Cell density map:
Scale: 3 px per um. The die is cut into 12 by 12 equal tiles; black is low, pale yellow is high, 0 to 100% covered.
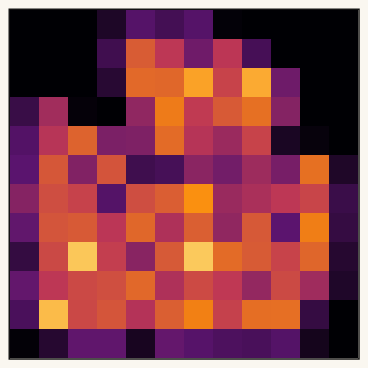
Clock nets:
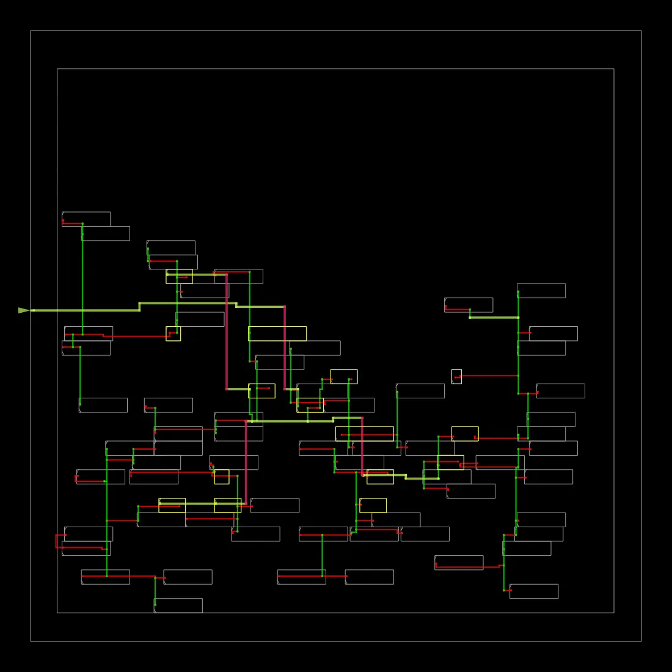
`config.mk`:
```
export PLATFORM = sky130hd
export DESIGN_NAME = hub_slot_arb
export DESIGN_NICKNAME = d
export VERILOG_FILES = /design/src/rtl/hub_slot_arb_pkg.sv /design/src/rtl/hub_slot_arb_rr_pick.sv /design/src/rtl/hub_slot_arb.sv
export SDC_FILE = /design/constraint.sdc
export NUM_CORES = 1
export LEC_CHECK = 0
export CELL_PAD_IN_SITES_DETAIL_PLACEMENT = 0
export CELL_PAD_IN_SITES_GLOBAL_PLACEMENT = 2
export CORE_MARGIN = 5
export CORE_UTILIZATION = 33
export CTS_BUF_LIST = sky130_fd_sc_hd__clkbuf_4 sky130_fd_sc_hd__clkbuf_8
export DETAILED_ROUTE_END_ITERATION = 10
export GPL_TIMING_DRIVEN = 0
export PLACE_DENSITY = 0.8
export SLEW_MARGIN = 25
export SYNTH_ARGS = -nofsm -noshare
export SYNTH_HDL_FRONTEND = slang
export SYNTH_SLANG_ARGS = --single-unit
```
`constraint.sdc`:
```
create_clock -name clk_cog -period 5.2 [get_ports clk_cog]
set_clock_uncertainty 0.05 [all_clocks]
set_input_delay 1.3 -clock clk_cog [delete_from_list [all_inputs] [get_ports clk_cog]]
set_output_delay 1.3 -clock clk_cog [all_outputs]
set_load 0.02 [all_outputs]
```
`src/rtl/hub_slot_arb_pkg.sv`:
```
// Shared types and helpers for the hub-slot sequencer.
package hub_arb_pkg;

  // Largest cog count any instance may be built with.
  localparam int MAX_COGS = 16;

  typedef enum logic {
    MODE_FIXED  = 1'b0,
    MODE_DEMAND = 1'b1
  } mode_e;

  // One-hot encoding of idx, limited to the low 'cogs' bits.
  function automatic logic [MAX_COGS-1:0] onehot(input logic [3:0] idx, input int cogs);
    logic [MAX_COGS-1:0] r;
    r = '0;
    for (int i = 0; i < MAX_COGS; i++) begin
      if (i < cogs && idx == 4'(i)) r[i] = 1'b1;
    end
    return r;
  endfunction

  // Legacy rotation {sel[cogs-2:0], ~|sel[cogs-2:0]} on a 'cogs'-wide select.
  function automatic logic [MAX_COGS-1:0] rot_next(input logic [MAX_COGS-1:0] sel, input int cogs);
    logic [MAX_COGS-1:0] r;
    logic                any_low;
    r       = '0;
    any_low = 1'b0;
    for (int i = 0; i < MAX_COGS - 1; i++) begin
      if (i < cogs - 1) begin
        r[i+1]  = sel[i];
        any_low = any_low | sel[i];
      end
    end
    r[0] = ~any_low;
    return r;
  endfunction

endpackage

```
`src/rtl/hub_slot_arb_rr_pick.sv`:
```
// Rotating-priority encoder: first set bit of cand_i found by walking
// circularly upward from start_i.
module rr_pick #(
  parameter int COGS = 8
) (
  input  logic [COGS-1:0]         cand_i,
  input  logic [$clog2(COGS)-1:0] start_i,
  output logic                    found_o,
  output logic [$clog2(COGS)-1:0] idx_o
);

  localparam int SID_W = $clog2(COGS);

  // Scan all COGS positions starting at start_i; the first hit wins.
  always_comb begin
    int                j;
    logic              found;
    logic [SID_W-1:0]  idx;
    j     = 0;
    found = 1'b0;
    idx   = '0;
    for (int i = 0; i < COGS; i++) begin
      j = int'(start_i) + i;
      if (j >= COGS) j = j - COGS;
      if (!found && cand_i[j]) begin
        found = 1'b1;
        idx   = SID_W'(j);
      end
    end
    found_o = found;
    idx_o   = idx;
  end

endmodule

```
`src/rtl/hub_slot_arb.sv`:
```
// Hub-slot sequencer: bus-enable strobe, one-hot hub owner and system
// counter, with fixed or demand-driven rotation and idle-slot accounting.
module hub_slot_arb
  import hub_arb_pkg::*;
#(
  parameter int COGS        = 8,
  parameter int SLOT_CYCLES = 2,
  parameter int CNT_W       = 32,
  parameter int IDLE_W      = 16
) (
  input  logic                    clk_cog,
  input  logic                    res,
  input  logic                    mode,
  input  logic [COGS-1:0]         cog_ena,
  input  logic [COGS-1:0]         req,
  output logic                    ena_bus,
  output logic [COGS-1:0]         bus_sel,
  output logic [$clog2(COGS)-1:0] slot_id,
  output logic                    grant_valid,
  output logic [CNT_W-1:0]        cnt,
  output logic [IDLE_W-1:0]       idle_slots
);

  localparam int SID_W = $clog2(COGS);
  localparam int PH_W  = (SLOT_CYCLES > 1) ? $clog2(SLOT_CYCLES) : 1;

  logic [PH_W-1:0]   ph_q, ph_d;
  logic              ena_q, ena_d;
  logic [COGS-1:0]   bus_sel_q, bus_sel_d;
  logic [SID_W-1:0]  slot_q, slot_d;
  logic              grant_q, grant_d;
  logic [CNT_W-1:0]  cnt_q, cnt_d;
  logic [IDLE_W-1:0] idle_q, idle_d;

  logic [SID_W-1:0]  start;
  logic              pick_found;
  logic [SID_W-1:0]  pick_idx;

  // The search window begins one past the current owner and ends on it.
  assign start = (slot_q == SID_W'(COGS - 1)) ? '0 : slot_q + SID_W'(1);

  rr_pick #(
    .COGS (COGS)
  ) u_pick (
    .cand_i  (req & cog_ena),
    .start_i (start),
    .found_o (pick_found),
    .idx_o   (pick_idx)
  );

  // Phase within the slot, the registered strobe for its last clock, and the system counter.
  always_comb begin
    ph_d  = (ph_q == PH_W'(SLOT_CYCLES - 1)) ? '0 : ph_q + PH_W'(1);
    ena_d = (ph_d == PH_W'(SLOT_CYCLES - 1));
    cnt_d = cnt_q + CNT_W'(1);
  end

  // Owner selection; only an edge with the strobe high moves the owner or idle count.
  always_comb begin
    bus_sel_d = bus_sel_q;
    slot_d    = slot_q;
    idle_d    = idle_q;
    if (ena_q) begin
      if (mode == MODE_FIXED) begin
        slot_d    = start;
        bus_sel_d = COGS'(onehot(4'(start), COGS));
      end else if (pick_found) begin
        slot_d    = pick_idx;
        bus_sel_d = COGS'(onehot(4'(pick_idx), COGS));
      end else begin
        bus_sel_d = '0;
        if (idle_q != '1) idle_d = idle_q + IDLE_W'(1);
      end
    end
    grant_d = |bus_sel_d;
  end

  // State registers; reset clears any slot in progress immediately.
  always_ff @(posedge clk_cog or posedge res) begin
    if (res) begin
      ph_q      <= '0;
      ena_q     <= 1'b0;
      bus_sel_q <= '0;
      slot_q    <= SID_W'(COGS - 1);
      grant_q   <= 1'b0;
      cnt_q     <= '0;
      idle_q    <= '0;
    end else begin
      ph_q      <= ph_d;
      ena_q     <= ena_d;
      bus_sel_q <= bus_sel_d;
      slot_q    <= slot_d;
      grant_q   <= grant_d;
      cnt_q     <= cnt_d;
      idle_q    <= idle_d;
    end
  end

  assign ena_bus     = ena_q;
  assign bus_sel     = bus_sel_q;
  assign slot_id     = slot_q;
  assign grant_valid = grant_q;
  assign cnt         = cnt_q;
  assign idle_slots  = idle_q;

endmodule

```
==> results.json <==
{
  "clkPwrFrac_pct": 16.6,
  "netSwitchingFraction_pct": 43.64,
  "timing.hold.ws_ns": 0.4244,
  "wire_per_inst_um": 16.11,
  "fmax_mhz": 223.4,
  "sh_comb_area_pct": 42.53,
  "pwr-share-comb_pct": 62.8,
  "crit_family": "simple AND/OR/NAND/NOR gates",
  "seq_area_mm2": 0.001530,
  "io_pins": 80,
  "pg_seq_w": 0.000578,
  "rr_worst_depth": 12,
  "drt-total-wl_um": 9443,
  "tns_ns": 0,
  "drt-pass1-iter-count": 4,
  "p_leak_nw": 2.118,
  "clk_share_pct": 4.434,
  "holdPathEnd": "cnt[31]$_DFF_PP0_",
  "utilization_pct": 44.90,
  "relSlewSlack_pct": 49.54,
  "yosysWarningCount": 0,
  "final-setup-viol-count": 0,
  "top_cells_by_area": "dfrtp_1 (39%), xnor2_1 (8.0%), mux4_1 (5.7%)",
  "first_global_vias": 2984,
  "cts_tree": "built",
  "htree_num_levels": 3,
  "overflow": 0,
  "power_switching_w": 0.001222,
  "viasPerCell": 5.159,
  "critPathLaunch": "req[0]",
  "grt_util_met2_pct": 22.25,
  "synth_flops": 61,
  "comb_cells": 268,
  "die_x_um": 116.1,
  "buffer_area_share_pct": 17.10,
  "final_cell_mix": "clkdlybuf4s50_1 (78), dfrtp_1 (58), xnor2_1 (34)",
  "clock_path_buffers": 2,
  "crit_slowest_cell": "nor4_1",
  "total_power_w": 0.002800,
  "nNetsFinal": 471,
  "ff_type": "dfrtp_1",
  "status": "finished, final reports clean",
  "crit_arrival_ns": 4.62,
  "use_met3_pct": 3.864,
  "largest_reg_flops": 32,
  "grtUsageTotal_pct": 14.73,
  "ys_chip_area_mm2": 0.003714,
  "endpoint": "grant_valid$_DFF_PP0_",
  "rsz0062_at_grt": "false",
  "pg_clk_w": 0.000464,
  "wl_met2_um": 4420,
  "rr_endpoint": "grant_valid$_DFF_PP0_",
  "drive_above_1_share_pct": 10.31,
  "numCtsBuffers": 9,
  "p_per_area_mw_per_mm2": 570.4,
  "maxPowerGroup": "combinational cells",
  "route.detailed.drc": 0,
  "seqPwrFrac_pct": 20.6,
  "period_used_pct": 86.07,
  "topCombFamilyByArea": "simple AND/OR/NAND/NOR gates",
  "layoutNonFillerInstCount": 586,
  "insertedDiodeCount": 0,
  "syn_inst": 352,
  "path_class": "in2reg",
  "ctsHoldBuffers": 0,
  "wirelength_met1_um": 4407,
  "top_cell": "dfrtp_1"
}
About 'cell density map':
fullest tile: 88%
nearly empty tiles: 19%
tiles over 75% full: 4.2%

About 'clock nets':
clk latency late pin: 0.33 ns
seq_cells: 61

Power figures rest on the tool's default switching activity, not on a simulated workload.
